### src/rtl/vga_sync_gen_if.sv
// Video timing bundle between the raster generator and its consumers.
// The consumer side owns the sync polarity select; everything else flows downstream.
interface vga_sync_gen_if;
    logic       polarity;
    logic       hsync;
    logic       vsync;
    logic       visible;
    logic [9:0] pix_x;
    logic [9:0] pix_y;
    logic       line_start;
    logic       frame_start;
    logic [7:0] frame_count;

    modport master (
        input  polarity,
        output hsync, vsync, visible, pix_x, pix_y,
        output line_start, frame_start, frame_count
    );

    modport slave (
        output polarity,
        input  hsync, vsync, visible, pix_x, pix_y,
        input  line_start, frame_start, frame_count
    );
endinterface

### src/rtl/vga_sync_gen.sv
// Free-running raster timing generator: 11-bit h/v counters, registered sync/active flags,
// pixel coordinates, line/frame strobes and a wrapping completed-frame counter.
module vga_sync_gen #(
    parameter int H_ACTIVE = 1024,
    parameter int H_FP     = 24,
    parameter int H_SYNC   = 136,
    parameter int H_BP     = 160,
    parameter int V_ACTIVE = 768,
    parameter int V_FP     = 3,
    parameter int V_SYNC   = 6,
    parameter int V_BP     = 29
) (
    input  logic          clk,
    input  logic          rst_n,
    vga_sync_gen_if.master vid
);
    localparam int H_TOTAL = H_ACTIVE + H_FP + H_SYNC + H_BP;
    localparam int V_TOTAL = V_ACTIVE + V_FP + V_SYNC + V_BP;

    // Sync end bounds stay below the total because the back porch is at least one unit,
    // so every bound fits in 11 bits even when a total reaches 2048.
    localparam logic [10:0] H_LAST     = 11'(H_TOTAL - 1);
    localparam logic [10:0] V_LAST     = 11'(V_TOTAL - 1);
    localparam logic [10:0] H_ACT_END  = 11'(H_ACTIVE);
    localparam logic [10:0] V_ACT_END  = 11'(V_ACTIVE);
    localparam logic [10:0] H_HS_START = 11'(H_ACTIVE + H_FP);
    localparam logic [10:0] H_HS_END   = 11'(H_ACTIVE + H_FP + H_SYNC);
    localparam logic [10:0] V_VS_START = 11'(V_ACTIVE + V_FP);
    localparam logic [10:0] V_VS_END   = 11'(V_ACTIVE + V_FP + V_SYNC);

    logic [10:0] h_count_reg, h_count_next;
    logic [10:0] v_count_reg, v_count_next;
    logic [7:0]  frame_count_reg, frame_count_next;
    logic        h_wrap, v_wrap;
    logic        h_act, v_act, hs_i, vs_i;

    logic        visible_reg;
    logic [9:0]  pix_x_reg, pix_y_reg;
    logic        line_start_reg, frame_start_reg;
    logic        hs_reg, vs_reg;

    always_comb begin
        h_wrap           = (h_count_reg == H_LAST);
        v_wrap           = (v_count_reg == V_LAST);
        h_count_next     = h_wrap ? 11'd0 : h_count_reg + 11'd1;
        v_count_next     = v_count_reg;
        frame_count_next = frame_count_reg;
        if (h_wrap) begin
            v_count_next = v_wrap ? 11'd0 : v_count_reg + 11'd1;
            if (v_wrap) begin
                frame_count_next = frame_count_reg + 8'd1;
            end
        end
    end

    // vs_i depends only on v_count, so it moves on line boundaries by construction.
    always_comb begin
        h_act = (h_count_reg < H_ACT_END);
        v_act = (v_count_reg < V_ACT_END);
        hs_i  = (h_count_reg >= H_HS_START) && (h_count_reg < H_HS_END);
        vs_i  = (v_count_reg >= V_VS_START) && (v_count_reg < V_VS_END);
    end

    always_ff @(posedge clk or negedge rst_n) begin
        if (!rst_n) begin
            h_count_reg     <= '0;
            v_count_reg     <= '0;
            frame_count_reg <= '0;
            visible_reg     <= 1'b0;
            pix_x_reg       <= '0;
            pix_y_reg       <= '0;
            line_start_reg  <= 1'b0;
            frame_start_reg <= 1'b0;
            hs_reg          <= 1'b0;
            vs_reg          <= 1'b0;
        end else begin
            h_count_reg     <= h_count_next;
            v_count_reg     <= v_count_next;
            frame_count_reg <= frame_count_next;
            visible_reg     <= h_act & v_act;
            pix_x_reg       <= h_act ? h_count_reg[9:0] : 10'd0;
            pix_y_reg       <= v_act ? v_count_reg[9:0] : 10'd0;
            line_start_reg  <= (h_count_reg == 11'd0);
            frame_start_reg <= (h_count_reg == 11'd0) && (v_count_reg == 11'd0);
            hs_reg          <= hs_i;
            vs_reg          <= vs_i;
        end
    end

    // Polarity is applied after the register so a change is visible without waiting a clock.
    assign vid.hsync       = hs_reg ^ ~vid.polarity;
    assign vid.vsync       = vs_reg ^ ~vid.polarity;
    assign vid.visible     = visible_reg;
    assign vid.pix_x       = pix_x_reg;
    assign vid.pix_y       = pix_y_reg;
    assign vid.line_start  = line_start_reg;
    assign vid.frame_start = frame_start_reg;
    assign vid.frame_count = frame_count_reg;
endmodule

### src/flat_wrapper.sv
// flat-port wrapper written by rule: the top's interface ports become plain ports
module vga_sync_gen_flat 
#(
    parameter int H_ACTIVE = 1024,
    parameter int H_FP     = 24,
    parameter int H_SYNC   = 136,
    parameter int H_BP     = 160,
    parameter int V_ACTIVE = 768,
    parameter int V_FP     = 3,
    parameter int V_SYNC   = 6,
    parameter int V_BP     = 29
)
  (clk, rst_n, vid_polarity, vid_hsync, vid_vsync, vid_visible, vid_pix_x, vid_pix_y, vid_line_start, vid_frame_start, vid_frame_count);
  vga_sync_gen_if vid_i ();
  input  logic clk;
  input  logic rst_n;
  input wire logic [$bits(vid_i.polarity)-1:0] vid_polarity;
  output wire logic [$bits(vid_i.hsync)-1:0] vid_hsync;
  output wire logic [$bits(vid_i.vsync)-1:0] vid_vsync;
  output wire logic [$bits(vid_i.visible)-1:0] vid_visible;
  output wire logic [$bits(vid_i.pix_x)-1:0] vid_pix_x;
  output wire logic [$bits(vid_i.pix_y)-1:0] vid_pix_y;
  output wire logic [$bits(vid_i.line_start)-1:0] vid_line_start;
  output wire logic [$bits(vid_i.frame_start)-1:0] vid_frame_start;
  output wire logic [$bits(vid_i.frame_count)-1:0] vid_frame_count;
  assign vid_i.polarity = vid_polarity;
  assign vid_hsync = vid_i.hsync;
  assign vid_vsync = vid_i.vsync;
  assign vid_visible = vid_i.visible;
  assign vid_pix_x = vid_i.pix_x;
  assign vid_pix_y = vid_i.pix_y;
  assign vid_line_start = vid_i.line_start;
  assign vid_frame_start = vid_i.frame_start;
  assign vid_frame_count = vid_i.frame_count;
  vga_sync_gen #(.H_ACTIVE(H_ACTIVE), .H_FP(H_FP), .H_SYNC(H_SYNC), .H_BP(H_BP), .V_ACTIVE(V_ACTIVE), .V_FP(V_FP), .V_SYNC(V_SYNC), .V_BP(V_BP)) u_core (.clk(clk), .rst_n(rst_n), .vid(vid_i));
endmodule
### config.mk
export PLATFORM = sky130hd
export DESIGN_NAME = vga_sync_gen_flat
export DESIGN_NICKNAME = d
export VERILOG_FILES = /design/src/rtl/vga_sync_gen_if.sv /design/src/rtl/vga_sync_gen.sv /design/src/flat_wrapper.sv
export SDC_FILE = /design/constraint.sdc
export NUM_CORES = 1
export LEC_CHECK = 0
export CAP_MARGIN = 30
export CORE_ASPECT_RATIO = 1.4
export CORE_MARGIN = 4
export CORE_UTILIZATION = 53
export DETAILED_ROUTE_END_ITERATION = 8
export GPL_ROUTABILITY_DRIVEN = 0
export PLACE_DENSITY = 0.78
export REMOVE_ABC_BUFFERS = 1
export SLEW_MARGIN = 20
export SYNTH_ARGS = -nofsm -noshare
export SYNTH_HDL_FRONTEND = slang
export SYNTH_SLANG_ARGS = --single-unit
### constraint.sdc
create_clock -name clk -period 2.55 [get_ports clk]
set_input_delay 0.255 -clock clk [delete_from_list [all_inputs] [get_ports clk]]
set_output_delay 0.255 -clock clk [all_outputs]
set_load 0.02 [all_outputs]
==> run summary, run 1 <==
Summary of the current implementation state.

- At the placement stage, the worst setup path has a slack of 0.3853 ns.
- The total tool warning count is 28, for reference.
- TritonRoute output was used to compute an average wire per cell of 14.13 um.
- The synthesis run shows the most used standard cells to be dfrtp_1 (55), nor2_1 (15), nand2_1 (14).
- Setup repair after global routing left no endpoint under its margin.
- The detailed router used layers up to and including met4.
- The routed length on met1 is 1782 um, for reference.
- The fraction of cell area in multi-input combinational cells is reported as 0.3374.
- The multi-input gate count is 145, for reference.
- The clock sink count is 55, for reference.
- The kind of cell adding the most delay to the critical path is simple AND/OR/NAND/NOR gates, for reference.
- The most common cell in the netlist is dfrtp_1, for reference.
- Looking at area per cell type in the netlist, the leader is dfrtp_1.
- The multiplexer share of the synthesized area is 0.01270, for reference.
- Summed over all cells, the static leakage comes to 1.292 nW.
- The count of standard-cell rows is 29, for reference.
- The count of cells along the worst register-to-register path is 4, for reference.
- The residual overflow from global routing is 0, for reference.
- On the critical path, the stage with the largest delay is an instance of or4_4.
- The floorplan report gives the top-level pin count as 36.
- The wire length reported by the detailed router is 4480 um, for reference.
- The number of iterations in the first detailed-routing pass is 4, for reference.
- Per the synthesis report, the AND-OR/OR-AND share of the synthesized area is 0.04573.
- The share of power burned in registers is 0.638, for reference.
- The worst-case clock buffer depth is 2, for reference.
- The sequential element share of the synthesized area is 0.5589, for reference.
- The switching power of the nets is 0.2965 mW, for reference.
- On the worst path, the slowest cell contributes a delay of 0.57 ns.
- The final timing report lists a max-slew violation count of 0.
- The largest cell class by area is registers.
- Wire segments on met3 add up to 138 um in the final route.
- The total number of yosys warnings is 0, for reference.
- The layer flagged by global routing as most heavily used is met2.
- The maximum number of pins on one net before global-route repair is 56, for reference.
- The flow ran to the end, and the final reports show no timing, DRC or antenna violations.
- Of the cells placed in the final design, the portion with a size suffix greater than 1 is 0.1137.
- The clock latency at the later pin of the worst-skew pair is 0.31 ns, for reference.
- Power attributed to sequential cells is 0.871 mW.
- For this run the detailed placement stage logged an HPWL of 3132 um.
- STA classifies the critical path startpoint as a flip-flop.
- Yosys attributes the largest share of cell area to dfrtp_1 (56%), xor2_1 (3.9%), xnor2_1 (3.2%).
- The share of the core filled with cells in the final layout is 0.6535, for reference.
- Per the summary, power density relative to cell area is 464.5 mW/mm^2.
- The layout report lists the multi-input gate area as 992.2 sq um.
- The arrival time of data at the worst endpoint is listed as 2.38 ns.
- The initial utilization of the core area, before any placement, comes to 0.5473.
- The vias after detailed routing is 1701, for reference.
- Data on the critical path is required at its endpoint by 2.74 ns.
- STA classifies the critical path endpoint as a flip-flop.
- Including well taps, the total number of placed cells is 309.
- The die is 88.65 um tall.
- TritonRoute reported its final design rule violation total as 0.
- The upper clock frequency limit is 457.2 MHz, for reference.
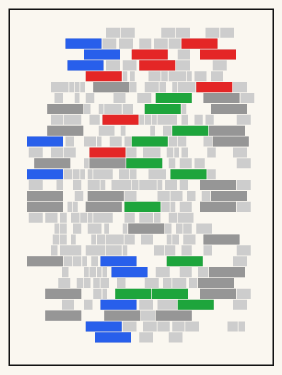
Figure 1: run 1, register map, names as in the netlist.
(4 px per um) Other sequential cells in the stronger grey, the rest of the logic in the fainter grey.
Key: `u_core.vid.pix_x` = blue [sequential cells 10]; `u_core.vid.frame_count` = red [sequential cells 8]; `u_core.v_count_reg` = green [sequential cells 11]
Another 26 sequential cells are not coloured.

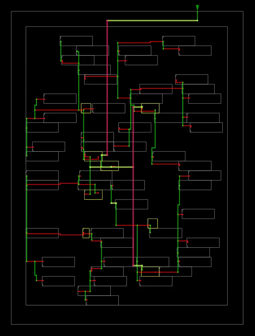
Figure 2: run 1, the clock network.
reported clock group power: 0.469 mW
sequential cell count: 55

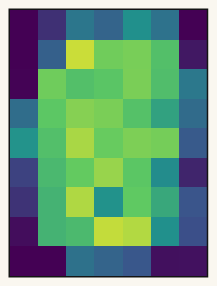
Figure 3: run 1, placement density heat map.
(3 px per um) 7 x 9 tiles, from dark purple (low) to yellow (high), 0 to 100% covered.
The fullest tile reaches 92%. The mean over all tiles is 49%. The densest ninth of the die: centre. 9.5% of the tiles are nearly empty. The emptiest ninth of the die: north-west.

Figure 4. I/O nets highlighted (run 1).
(4 px per um)
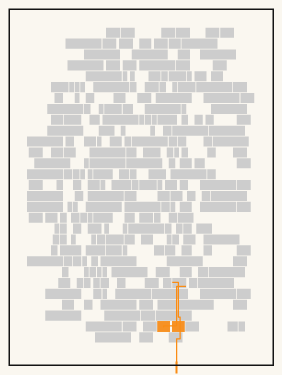

==> run 2: changes to the inputs <==
- RECOVER_POWER: default -> 50
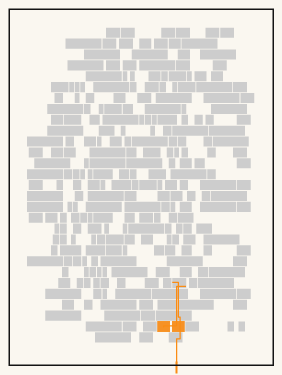
Figure 5: run 2, I/O nets highlighted.
(4 px per um)
Key: `vid_polarity` = orange [bits 1, direction input, end cells 2, wire 38.7 um]

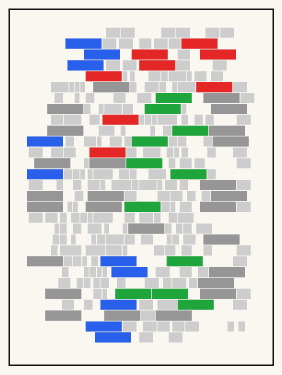
Figure 6: run 2, register map, names as in the netlist.
(4 px per um) Other sequential cells in the stronger grey, the rest of the logic in the fainter grey.
Key: `u_core.vid.pix_x` = blue [sequential cells 10]; `u_core.vid.frame_count` = red [sequential cells 8]; `u_core.v_count_reg` = green [sequential cells 11]
Another 26 sequential cells are not coloured.

==> run 2 against run 1 <==
- design area barely moved
- clock skew about the same
- power about the same
- fmax stayed put
- setup slack unchanged
- core utilization fell by 0.056 points
- synthesized cell count stayed put
- first-iteration DRC count did not move
- sequential power is essentially flat
- flip-flop count unchanged
==> run summary, run 2 <==
Summary of the current implementation state.

- The worst-case clock buffer depth is 2, for reference.
- The total met3 wirelength after detailed routing is 138 um, for reference.
- The post-synthesis cell type with the largest combined area is dfrtp_1, for reference.
- After global routing the overflow that remains totals 0.
- The main area contributors are dfrtp_1 (56%), xor2_1 (3.9%), xnor2_1 (3.2%).
- Of the cells placed in the final design, the portion with a size suffix greater than 1 is 0.1137.
- Setup repair after global routing left no endpoint under its margin.
- Counting cells, the worst reg-to-reg path comes to 4.
- Per the layout area report, the combinational fraction of cell area is 0.3377.
- TritonRoute reported its final design rule violation total as 0.
- The type of origin of the critical path is a flip-flop, for reference.
- The sequential element share of the synthesized area is 0.5589, for reference.
- Entering global routing, the biggest net connects 56 pins.
- In this run the core area contains 29 standard-cell rows.
- The leakage component of the power is 1.289 nW, for reference.
- The arrival time of data at the worst endpoint is listed as 2.38 ns.
- The switching component of the power was reported as 0.2965 mW.
- The maximum cell stage delay along the critical path is 0.57 ns, for reference.
- The wire length recorded after detailed routing is 4479 um.
- The flop count is 55, for reference.
- The kind of cell adding the most delay to the critical path is simple AND/OR/NAND/NOR gates, for reference.
- Clock latency on the worst-skew pair, taken at its later pin, is 0.31 ns.
- The total number of yosys warnings is 0, for reference.
- The reported sequential group power is 0.871 mW, for reference.
- The power report attributes to the sequential group a share of 0.638.
- The most common cell in the netlist is dfrtp_1, for reference.
- The upper clock frequency limit is 457.2 MHz, for reference.
- The die is 88.65 um tall.
- The pre-CTS worst setup slack is 0.3853 ns, for reference.
- In this run the count of I/O pins placed on the die edge is 36.
- For the clock group, total power comes out at 0.469 mW.
- The flow ran to the end, and the final reports show no timing, DRC or antenna violations.
- The biggest cell category by area in the final layout is registers, for reference.
- The multiplexer share of the synthesized area is 0.01270, for reference.
- Summing over every cut layer, the via total after detailed routing is 1700.
- The total tool warning count is 28, for reference.
- The count of placed standard cells including taps is 309, for reference.
- The peak-usage layer in the global routing report is met2, for reference.
- According to the report, the first pass of detailed routing completed in 4 iterations.
- The total power density per cell area is 464.8 mW/mm^2, for reference.
- The slowest stage cell on the critical path is or4_4, for reference.
- Signal nets in the final route climb as high as met4.
- The finished layout reports a core utilization of 0.6529.
- The commonest cells after synthesis are dfrtp_1 (55), nor2_1 (15), nand2_1 (14).
- Per the detail_route report, routed wire per instance is 14.13 um.
- The number of pins with negative max-slew slack in the final report is 0, for reference.
==> run 3: changes to the inputs <==
- SKIP_LAST_GASP: default -> 1
- TNS_END_PERCENT: default -> 50
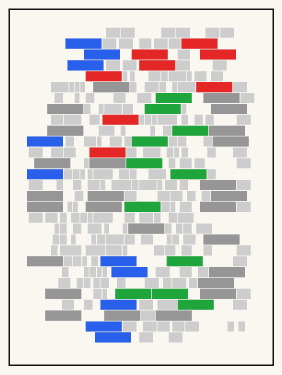
Figure 7: run 3, register map, names as in the netlist.
(4 px per um) Other sequential cells in the stronger grey, the rest of the logic in the fainter grey.
Key: `u_core.v_count_reg` = green [sequential cells 11]; `u_core.vid.pix_x` = blue [sequential cells 10]; `u_core.vid.frame_count` = red [sequential cells 8]
Another 26 sequential cells are not coloured.

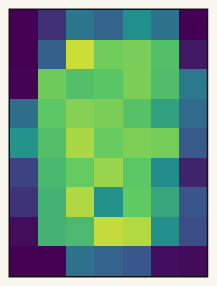
Figure 8: run 3, placement density heat map.
(3 px per um) 7 x 9 tiles, from dark purple (low) to yellow (high), 0 to 100% covered.
The mean over all tiles is 49%. 9.5% of the tiles are nearly empty. The fullest tile reaches 92%.

==> run 3 against run 2 <==
- design area unchanged
- global-route usage is the same
- synthesized cell count stayed put
- flip-flop count is the same
- sequential share of layout area unchanged
==> run summary, run 3 <==
Summary of the current implementation state.

- The flow ran to the end, and the final reports show no timing, DRC or antenna violations.
- The floorplan has 29 rows.
- The pre-CTS worst setup slack is 0.3853 ns, for reference.
- STA classifies the critical path startpoint as a flip-flop.
- Clock buffers in the final layout number 5.
- The count of placed standard cells including taps is 309, for reference.
- The worst setup path is captured at a flip-flop.
- The worst-case reg-to-reg setup slack stands at 0.36 ns.
- The reported sequential group power is 0.871 mW, for reference.
- The sequential element share of the synthesized area is 0.5589, for reference.
- Of the cells placed in the final design, the portion with a size suffix greater than 1 is 0.1137.
- Summing over the stages, the warning tally comes to 28.
- The compound-gate portion of the synthesized area is 0.04573, for reference.
- The setup slack of the critical path after layout is 0.3626 ns, for reference.
- At the worst endpoint, the arrival time is 2.38 ns.
- Summed over all nets, the half-perimeter wirelength after detailed placement is 3132 um.
- The switching power of the nets is 0.2965 mW, for reference.
- CTS saw 55 sinks.
- Wires add up to 4479 um.
- The synthesis stats list as the most numerous cell dfrtp_1.
- Setup repair after global routing left no endpoint under its margin.
- The clock latency at the later pin of the worst-skew pair is 0.31 ns, for reference.
- The residual overflow from global routing is 0, for reference.
- The biggest cell category by area in the final layout is registers, for reference.
- After detailed routing, the wire length on met1 is 1780 um.
- The detailed router reports a met3 wire length of 138 um.
- The post-route clock skew is 0.01260 ns, for reference.
- Sorting the Yosys area breakdown by cell type puts at the top dfrtp_1.
- In the post-synthesis netlist, the biggest area contributors are dfrtp_1 (56%), xor2_1 (3.9%), xnor2_1 (3.2%).
- The share of the core filled with cells in the final layout is 0.6529, for reference.
- The multiplexer share of the synthesized area is 0.01270, for reference.
- Leaving out buffers and inverters, the combinational logic in the layout accounts for 992.2 sq um.
- The count of input and output buffers is 35, for reference.
- The switching share of power is 0.2171, for reference.
- In the routed design, unresolved DRC markers number 0.
- The number of sequential cells reported for the layout is 55.
- Per the timing report, the achievable frequency comes out to 457.2 MHz.
- Counting along the longest clock path gives a buffer depth of 2.
- For this configuration, the core starts out at a cell density of 0.5473.
- The slowest stage cell on the critical path is or4_4, for reference.
- The peak-usage layer in the global routing report is met2, for reference.
- The number of pins with negative max-slew slack in the final report is 0, for reference.
- The detailed router used layers up to and including met4.
- Entering global routing, the biggest net connects 56 pins.
- The worst register-to-register path depth is 4.
- The kind of cell adding the most delay to the critical path is simple AND/OR/NAND/NOR gates, for reference.
- The number of I/O pins is 36, for reference.
- The leakage component of the power is 1.289 nW, for reference.
- Among all stages on the critical path, the maximum delay recorded is 0.57 ns.
- The routed length per placed instance is 14.13 um, for reference.
- The data required time at the worst endpoint is 2.74 ns, for reference.
- The area growth from synthesis to final layout is 19.31%, for reference.
- The vias after detailed routing is 1700, for reference.
- The commonest cells after synthesis are dfrtp_1 (55), nor2_1 (15), nand2_1 (14).
- The met2 layer usage reported by global route is 0.2977, for reference.
- Yosys printed 0 warnings.
- The share of power burned in registers is 0.638, for reference.
- The fraction of area in multi-input gates is 0.3377, for reference.
Power figures rest on the tool's default switching activity, not on a simulated workload.
